[src/rtl/firebird7_in_gate1_tessent_tdr_w19_ctl.sv]
// firebird7_in_gate1_tessent_tdr_w19_ctl
// IJTAG test data register that drives the ijtag side of the gate1 data mux.
// The shift path holds one select bit plus WIDTH data bits. Capture samples
// the live functional bus so it can be read back through scan. Update drives
// ijtag_select / ijtag_data_out.
// Optional feature: define FB7_GATE1_TDR_PARITY_EN to add a parity bit at the
// scan-in end of the chain. An update with bad parity is blocked and sets a
// sticky parity_err flag.
module firebird7_in_gate1_tessent_tdr_w19_ctl #(
    parameter int               WIDTH      = 19,
    parameter logic [WIDTH-1:0] RESET_DATA = '0
) (
    input  logic             ijtag_tck,
    input  logic             ijtag_reset,
    input  logic             ijtag_sel,
    input  logic             ijtag_ce,
    input  logic             ijtag_se,
    input  logic             ijtag_ue,
    input  logic             ijtag_si,
    output logic             ijtag_so,
    input  logic [WIDTH-1:0] functional_data_in,
    output logic             ijtag_select,
    output logic [WIDTH-1:0] ijtag_data_out,
    output logic             parity_err
);

`ifdef FB7_GATE1_TDR_PARITY_EN
    localparam int SR_W = WIDTH + 2;
`else
    localparam int SR_W = WIDTH + 1;
`endif

    logic [SR_W-1:0]  sr;
    logic             upd_sel;
    logic [WIDTH-1:0] upd_data;
    logic             upd_ok;
    logic             do_capture;
    logic             do_shift;
    logic             do_update;

    assign do_capture = ijtag_sel & ijtag_ce;
    assign do_shift   = ijtag_sel & ijtag_se;
    assign do_update  = ijtag_sel & ijtag_ue;

    // Shift register: capture has priority over shift; hold otherwise
    always_ff @(posedge ijtag_tck or posedge ijtag_reset) begin
        if (ijtag_reset) begin
            sr <= '0;
        end else if (do_capture) begin
            sr[WIDTH-1:0] <= functional_data_in;
            sr[WIDTH]     <= upd_sel;
`ifdef FB7_GATE1_TDR_PARITY_EN
            sr[WIDTH+1]   <= ^{upd_sel, functional_data_in};
`endif
        end else if (do_shift) begin
            sr <= {ijtag_si, sr[SR_W-1:1]};
        end
    end

`ifdef FB7_GATE1_TDR_PARITY_EN
    // Parity bit must match the XOR of select + data for the update to land
    assign upd_ok = (sr[WIDTH+1] == ^sr[WIDTH:0]);

    logic perr_q;

    // Sticky parity error; only reset clears it
    always_ff @(posedge ijtag_tck or posedge ijtag_reset) begin
        if (ijtag_reset) begin
            perr_q <= 1'b0;
        end else if (do_update && !upd_ok) begin
            perr_q <= 1'b1;
        end
    end

    assign parity_err = perr_q;
`else
    assign upd_ok     = 1'b1;
    assign parity_err = 1'b0;
`endif

    // Update registers load the pre-edge shift register contents
    always_ff @(posedge ijtag_tck or posedge ijtag_reset) begin
        if (ijtag_reset) begin
            upd_sel  <= 1'b0;
            upd_data <= RESET_DATA;
        end else if (do_update && upd_ok) begin
            {upd_sel, upd_data} <= sr[WIDTH:0];
        end
    end

    // Mux outputs come straight from flops so they never glitch during shift
    assign ijtag_select   = upd_sel;
    assign ijtag_data_out = upd_data;
    assign ijtag_so       = sr[0];

endmodule
[config.mk]
export PLATFORM = sky130hd
export DESIGN_NAME = firebird7_in_gate1_tessent_tdr_w19_ctl
export DESIGN_NICKNAME = d
export VERILOG_FILES = /design/src/rtl/firebird7_in_gate1_tessent_tdr_w19_ctl.sv
export SDC_FILE = /design/constraint.sdc
export NUM_CORES = 1
export LEC_CHECK = 0
export ABC_AREA = 1
export CAP_MARGIN = 20
export CELL_PAD_IN_SITES_DETAIL_PLACEMENT = 0
export CELL_PAD_IN_SITES_GLOBAL_PLACEMENT = 2
export CORE_AREA = 10 10 93 95
export DETAILED_ROUTE_END_ITERATION = 10
export DIE_AREA = 0 0 103 105
export PLACE_DENSITY_LB_ADDON = 0.08
export SLEW_MARGIN = 5
export SYNTH_ARGS = -nofsm -noshare
export SYNTH_HDL_FRONTEND = slang
export SYNTH_SLANG_ARGS = --single-unit
[constraint.sdc]
create_clock -name ijtag_tck -period 3.4 [get_ports ijtag_tck]
set_clock_uncertainty 0.05 [all_clocks]
set_input_delay 0.68 -clock ijtag_tck [delete_from_list [all_inputs] [get_ports ijtag_tck]]
set_output_delay 0.68 -clock ijtag_tck [all_outputs]
set_load 0.01 [all_outputs]
==> deck_impl_summary.md, run 1 <==
Implementation Results

Place
  – Area after DPL: 2401 um2
  – Final HPWL DP: 3686 um

Logic synthesis
  – Synthesized-area fraction occupied by and/or/nand/nor cells: 41.03%
  – Ys flops: 40
  – Top cells by area: dfrtp_1 (52%), nand2_1 (23%), nand3_1 (16%)

Routing
  – Metal3 WL: 270 um
  – Top layer in use: met4
  – Met1 WL: 2781 um
  – Vias per cell: 4.598
  – DR WL/cell: 14.66 um
  – Routed Antenna Nets: 0

Layout
  – Fin cells: 366

Setup path
  – Worst path top cell family by delay: simple AND/OR/NAND/NOR gates
  – Register-to-register setup slack: 2570 ps
  – CP cell instances: clkdlybuf4s50_1 > buf_4 > nand2_1 > nand2_1 > nand2_1
  – Critical path's slowest cell: nand2_1
  – CP peak stage delay: 490 ps

GRT
  – Grt total ovfl: 0
  – GRT Total Usage: 10.28%

Outcome
  – Status: completed

Flow run
  – Max-Cap Viols: 0

Floorplanning
  – Chip area: 10820 um2
[run 1: placed cells by master (no fill, tap or decap)]
cell type | netlist | routed
dfrtp_1 | 40 | 40
nand3b_1 | 1 | 1
bufinv_16 | 0 | 1
nand2_2 | 1 | 1
clkinv_2 | 0 | 1
nand2_1 | 120 | 120
buf_4 | 2 | 6
nand3_1 | 60 | 60
nand2_4 | 2 | 2
clkdlybuf4s50_1 | 0 | 46
conb_1 | 1 | 1
clkbuf_8 | 0 | 5
clkinvlp_4 | 0 | 1
inv_1 | 1 | 1
[run 1: tightest hold or removal path, cell delays in order, from the launching register on]
cell and delay, ps:
dfrtp_1 350, nand2_1 50, nand2_1 40
[run 1: metrics by stage]
step | power [mW] | util, %
2_1_floorplan | 0.8044 | -
3_3_place_gp | 0.9826 | 35.54
3_5_place_dp | 0.9829 | 35.54
4_1_cts | 1.381 | 37.19
5_1_grt | 1.457 | 37.19
6_report | 1.356 | 37.19
[run 1: routing by layer]
metal,GRT usage (%),vias up
met5,0,-
met4,2.982,0
met3,2.437,4
met2,14.79,40
met1,14.70,776
li1,-,863
[run 1: registers in the layout, indices dropped and copies added, names as in the netlist]
register and flops:
ijtag_data_out 19, ijtag_select 1, sr 20
[run 1: worst paths after layout]
check,start,endpoint
worst max-delay path,ijtag_ue,ijtag_data_out[6]$_DFFE_PP0P_
worst min register to register,ijtag_data_out[5]$_DFFE_PP0P_,ijtag_data_out[5]$_DFFE_PP0P_
min in group asynchronous,ijtag_reset,ijtag_data_out[9]$_DFFE_PP0P_
worst min-delay path,ijtag_data_out[5]$_DFFE_PP0P_,ijtag_data_out[5]$_DFFE_PP0P_
max in group asynchronous,ijtag_reset,sr[14]$_DFFE_PP0P_
worst max register to register,sr[5]$_DFFE_PP0P_,sr[4]$_DFFE_PP0P_
[run 1: cell families after synthesis]
logic type	after synthesis
and+or+nand+nor	184
other	1
buffers and inverters	20
DFF	40
[run 1: power by group through the flow]
stage	registers [mW]	logic, mW	clock network [mW]
6_report	0.636	0.330	0.390
5_1_grt	0.651	0.375	0.431
4_1_cts	0.636	0.340	0.405
3_5_place_dp	0.644	0.339	0
3_3_place_gp	0.647	0.336	0
2_1_floorplan	0.649	0.155	0
[run 1: layout make-up]
class,count,area (um2)
fill,743,4244
sequential,40,1001
multi-input combinational,185,790.8
timing repair buffer,52,505.5
tap,80,100.1
clock buffer,5,68.82
clock inverter,3,42.54
inverter,1,3.754
Figure 1. Sequential cells grouped by signal name (run 1).
Bar = 20 um. Other sequential cells in the stronger gray, the rest of the logic in the fainter gray.
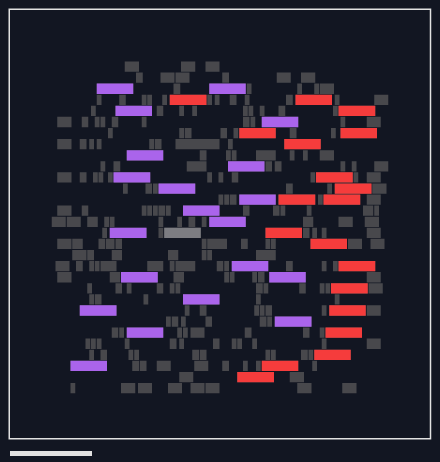
Key: red = ijtag_data_out [flops 19]; purple = sr [flops 20]
Another 1 sequential cells are not colored.
sequential power: 636 uW
Seq. cell area: 1001 um2
Seq/total area: 39.84%
post-route core utilization: 37.19%

Figure 2. Cells by drive strength (run 1).
Bar = 20 um.
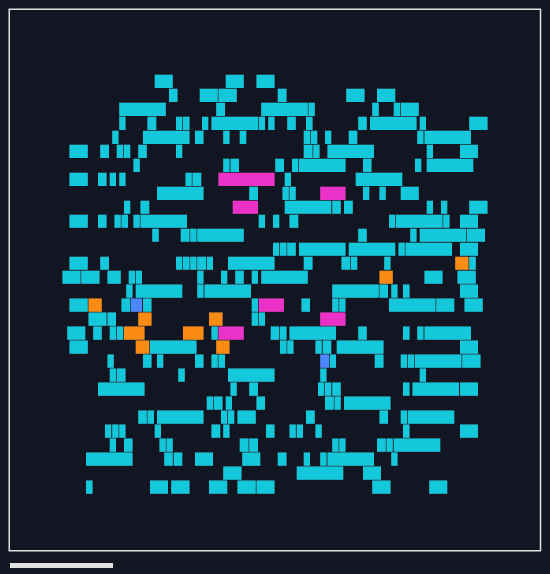
Key: magenta = x6 and larger [cells 6]; cyan = x1 and smaller [cells 269]; blue = x2 [cells 2]; orange = x3 and x4 [cells 9]
Final WS setup: 1349 ps
synthesis-to-finish area growth: 30.98%
Buffers, non-clock: 52

Figure 3. I/O nets highlighted (run 1).
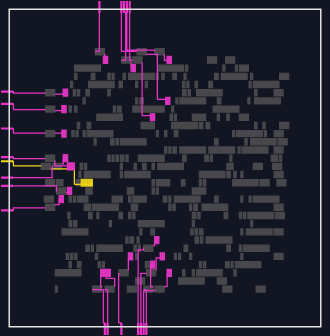
Key: magenta = functional_data_in [direction input, edge 7 bottom, 7 left, 5 top, end cells 19, buffers 19, wire 413 um]; yellow = ijtag_se [direction input, edge left, end cells 2, buffers 1, wire 31.2 um]
port bufs: 46
I/O pin count: 48

Figure 4. Clock nets (run 1).
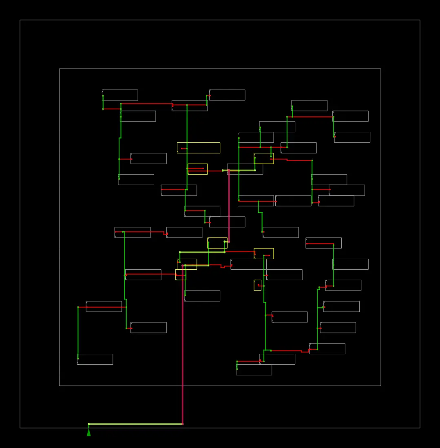

==> run 2: changes to the inputs <==
--- a/config.mk
+++ b/config.mk
@@ -9,9 +9,9 @@
 export CAP_MARGIN = 20
 export CELL_PAD_IN_SITES_DETAIL_PLACEMENT = 0
 export CELL_PAD_IN_SITES_GLOBAL_PLACEMENT = 2
-export CORE_AREA = 10 10 93 95
+export CORE_AREA = 10 10 96 98
 export DETAILED_ROUTE_END_ITERATION = 10
-export DIE_AREA = 0 0 103 105
+export DIE_AREA = 0 0 106 108
 export PLACE_DENSITY_LB_ADDON = 0.08
 export SLEW_MARGIN = 5
 export SYNTH_ARGS = -nofsm -noshare
==> constraint.sdc (replaced) <==
create_clock -name ijtag_tck -period 1.9 [get_ports ijtag_tck]
set_clock_uncertainty 0.05 [all_clocks]
set_input_delay 0.38 -clock ijtag_tck [delete_from_list [all_inputs] [get_ports ijtag_tck]]
set_output_delay 0.38 -clock ijtag_tck [all_outputs]
set_load 0.01 [all_outputs]
Figure 5. Clock nets (run 2).
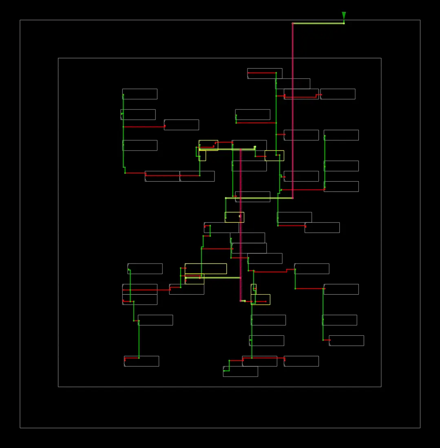
Insertion Delay late pin: 290 ps
Clock group: 685 uW
clk_buf instances: 6
clock buffer count from CTS: 5

Figure 6. Cells by drive strength (run 2).
Bar = 20 um.
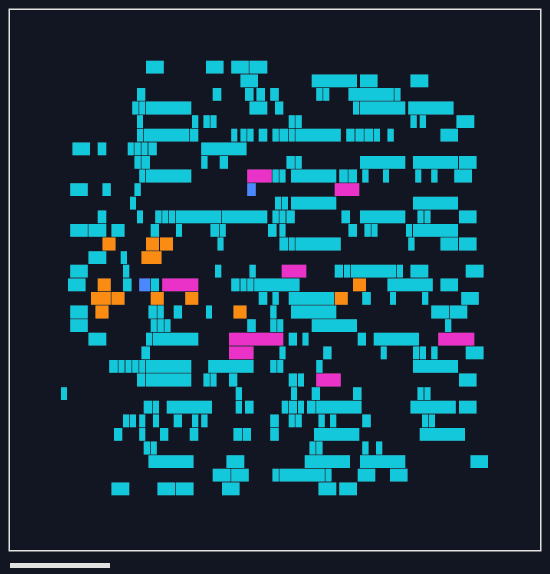
Key: cyan = x1 and smaller [cells 270]; magenta = x6 and larger [cells 8]; blue = x2 [cells 2]; orange = x3 and x4 [cells 13]

==> deck_impl_summary.md, run 2 <==
Implementation Results

Outcome
  – Status: completed

Layout
  – Reg with most FFs: sr
  – Seq. cell area: 1001 um2
  – Fillers: 819
  – Logic area: 790.8 um2
  – Max reg flops: 20
  – Post-route core utilization: 35.10%
  – Most instantiated logic cell after routing: nand2_1

GRT
  – Grt total ovfl: 0
  – GR Util met1: 14.69%
  – GRT Total Usage: 10.13%
  – Grt met2 use: 14.00%
  – M3 GR Usage: 2.796%

Setup path
  – CP cell instances: clkdlybuf4s50_1
  – Critical path origin: ijtag_select$_DFFE_PP0P_
  – Critical path's slowest cell: clkdlybuf4s50_1
  – CP Capture Point: ijtag_select
  – Worst path top cell family by delay: buffers and inverters
  – RR Startpoint: ijtag_select$_DFFE_PP0P_
  – Reg-to-reg critical path endpoint: sr[19]$_DFFE_PP0P_
  – Register-to-register setup slack: 1060 ps
  – CP peak stage delay: 570 ps

Flow run
  – Max-Cap Viols: 0

Logic synthesis
  – Ys flops: 40

Place
  – Port bufs: 46
  – Final HPWL DP: 3879 um

Routing
  – DR WL/cell: 13.55 um

Floorplanning
  – Chip area: 11450 um2
run 2: layer usage:
metal | vias up | wire (um)
met5 | - | 0
met1 | 769 | 2746
met4 | 0 | 86
li1 | 876 | -
met3 | 6 | 322
met2 | 45 | 2198
run 2: cell type report:
type                            count  share of cell area, %
Clock buffer                        6                  2.776
Tap cell                          102                  4.883
Timing Repair Buffer               59                  22.31
Clock inverter                      2                  1.340
Multi-Input combinational cell    185                  30.25
Sequential cell                    40                  38.30
Inverter                            1                 0.1436
run 2: worst min path at each step:
stage	start	endpoint	cells past startpoint
after floorplan	sr[10]$_DFFE_PP0P_	ijtag_data_out[10]$_DFFE_PP0P_	2
after global routing	ijtag_reset	ijtag_data_out[11]$_DFFE_PP0P_	3
after detailed placement	ijtag_data_out[7]$_DFFE_PP0P_	ijtag_data_out[7]$_DFFE_PP0P_	2
after global placement	ijtag_data_out[0]$_DFFE_PP0P_	ijtag_data_out[0]$_DFFE_PP0P_	2
after CTS	ijtag_reset	ijtag_data_out[0]$_DFFE_PP0P_	3
final	ijtag_reset	ijtag_data_out[11]$_DFFE_PP0P_	3
run 2: where the power goes:
| part | internal [mW] | switching (mW) | total (mW) |
|---|---|---|---|
| registers | 1.01 | 0.125 | 1.14 |
| logic | 0.323 | 0.285 | 0.608 |
| clock network | 0.390 | 0.296 | 0.685 |
run 2: cell families after synthesis:
| logic type | after synthesis | synth area share [%] |
|---|---|---|
| other | 1 | 0.1955 |
| AND/OR/NAND/NOR | 184 | 41.03 |
| flip-flops | 40 | 52.19 |
| buffers and inverters | 20 | 6.588 |
run 2: through the flow:
step / instance area (um2) / setup WS, ps / power (mW) / hold slack (ps) / cells
after floorplan: 1918 / 552.4 / 1.439 / 440.8 / 245
after global placement: 2506 / 225.2 / 1.782 / 404.3 / 387
after detailed placement: 2506 / 223.8 / 1.779 / 408.4 / 387
after CTS: 2614 / 171.1 / 2.475 / 397.9 / 395
after global routing: 2614 / 133.0 / 2.626 / 398.7 / 395
final: 2614 / 189.7 / 2.432 / 389.0 / 395
==> run 3: changes to the inputs <==
--- a/config.mk
+++ b/config.mk
@@ -13,6 +13,7 @@
 export DETAILED_ROUTE_END_ITERATION = 10
 export DIE_AREA = 0 0 106 108
 export PLACE_DENSITY_LB_ADDON = 0.08
+export SKIP_LAST_GASP = 1
 export SLEW_MARGIN = 5
 export SYNTH_ARGS = -nofsm -noshare
 export SYNTH_HDL_FRONTEND = slang
Figure 7. Sequential cells grouped by signal name (run 3).
Bar = 20 um. Other sequential cells in the stronger gray, the rest of the logic in the fainter gray.
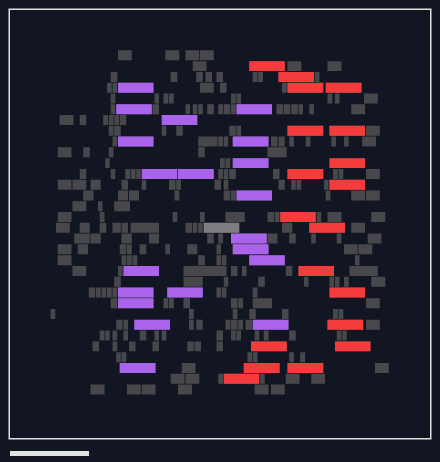
Key: red = ijtag_data_out [flops 19]; purple = sr [flops 20]

==> deck_impl_summary.md, run 3 <==
Implementation Results

Outcome
  – Status: completed

Setup path
  – Critical path's slowest cell: clkdlybuf4s50_1
  – Reg-to-reg critical path endpoint: sr[19]$_DFFE_PP0P_
  – RR Startpoint: ijtag_select$_DFFE_PP0P_
  – Reg2Reg Depth: 4
  – Register-to-register setup slack: 1060 ps
  – CP cell instances: clkdlybuf4s50_1
  – CP startpoint kind: register
  – CP peak stage delay: 570 ps
  – Worst path top cell family by delay: buffers and inverters
  – CP arrival: 1280 ps

Place
  – Final HPWL DP: 3879 um
  – Port bufs: 46

Layout
  – Reg with most FFs: sr
  – Most instantiated logic cell after routing: nand2_1
  – Most instantiated logic cells after routing: nand2_1 (120), nand3_1 (60), clkdlybuf4s50_1 (46), dfrtp_1 (40), buf_4 (11)
  – Max reg flops: 20
  – Synthesis-to-finish area growth: 36.27%
  – Fillers: 819

GRT
  – M3 GR Usage: 2.796%
  – GRT Total Usage: 10.13%
  – Grt total ovfl: 0
  – Pin count of the biggest net entering global routing: 41
  – GR Util met1: 14.69%
  – Busiest grt layer: met1
  – Initial antenna violation count: 0
  – Grt met2 use: 14.00%

Logic synthesis
  – Top cells by count: nand2_1 (120), nand3_1 (60), dfrtp_1 (40)
  – Top cells by area: dfrtp_1 (52%), nand2_1 (23%), nand3_1 (16%)
  – Ys flops: 40
  – Gate Count Post-Synth: 245

Routing
  – Vias per cell: 4.294
  – Routed Antenna Nets: 0
  – DR WL/cell: 13.55 um

Final timing
  – Hold slack: 389.0 ps
  – Fmax achieved: 584.7 MHz
  – Final critical-path required period: 1710 ps

Clocking
  – Insertion Delay late pin: 290 ps
  – Clock buffer count from CTS: 5

Pwr
  – Design Power: 2.432 mW

Floorplanning
  – Chip area: 11450 um2
  – I/O pin count: 48

Flow run
  – Max-Cap Viols: 0
Figure 8. Cells by drive strength (run 3).
Bar = 20 um.
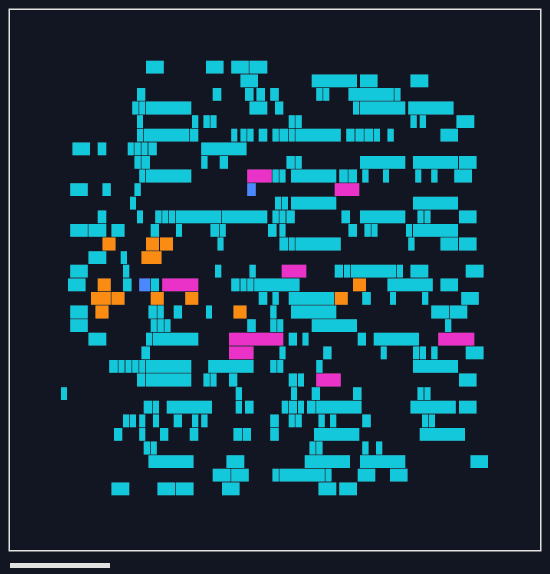
Key: cyan = x1 and smaller [cells 270]; magenta = x6 and larger [cells 8]; blue = x2 [cells 2]; orange = x3 and x4 [cells 13]

## run 3: cell counts in the layout (fill, tap and decap cells not counted)
No cell type changed its count.
## run 3: how the worst max path moves through the flow
stage | start | endpoint | depth (start not counted)
finish | ijtag_select$_DFFE_PP0P_ | ijtag_select | 1
global route | ijtag_select$_DFFE_PP0P_ | ijtag_select | 1
CTS | ijtag_select$_DFFE_PP0P_ | ijtag_select | 1
detailed placement | ijtag_sel | sr[5]$_DFFE_PP0P_ | 6
global placement | ijtag_sel | sr[0]$_DFFE_PP0P_ | 6
floorplan | ijtag_reset | ijtag_data_out[0]$_DFFE_PP0P_ | 1
## run 3: tightest hold or removal path, cell delays in order
cell and delay (ps):
clkdlybuf4s50_1 390, inv_1 90, buf_12 240
## run 3: layout make-up
cell class	count	area, um2	area share [%]
Sequential cell	40	1001	38.30
Multi-Input combinational cell	185	790.8	30.25
Timing Repair Buffer	59	583.1	22.31
Tap cell	102	127.6	4.883
Clock buffer	6	72.57	2.776
Clock inverter	2	35.03	1.340
Inverter	1	3.754	0.1436
## run 3: metal layers
metal	routed length, um	vias to the layer above
met2	2198	45
li1	-	876
met5	0	-
met1	2746	769
met4	86	0
met3	322	6
## run 3: logic make-up after synthesis
| group | after synthesis | synth area share, % |
|---|---|---|
| DFF | 40 | 52.19 |
| and+or+nand+nor | 184 | 41.03 |
| buffers and inverters | 20 | 6.588 |
| other | 1 | 0.1955 |
## run 3: power by group
group	internal, mW	total, mW	switching [mW]
Sequential	1.01	1.14	0.125
Clock	0.390	0.685	0.296
Combinational	0.323	0.608	0.285
## run 3: stage by stage
stage,cell area [um2],cells,worst slack (ps),util (%)
after floorplan,1918,245,552.4,-
after global placement,2506,387,225.2,33.65
after detailed placement,2506,387,223.8,33.65
after CTS,2614,395,171.1,35.10
after global routing,2614,395,133.0,35.10
final,2614,395,189.7,35.10
Power figures rest on the tool's default switching activity, not on a simulated workload.
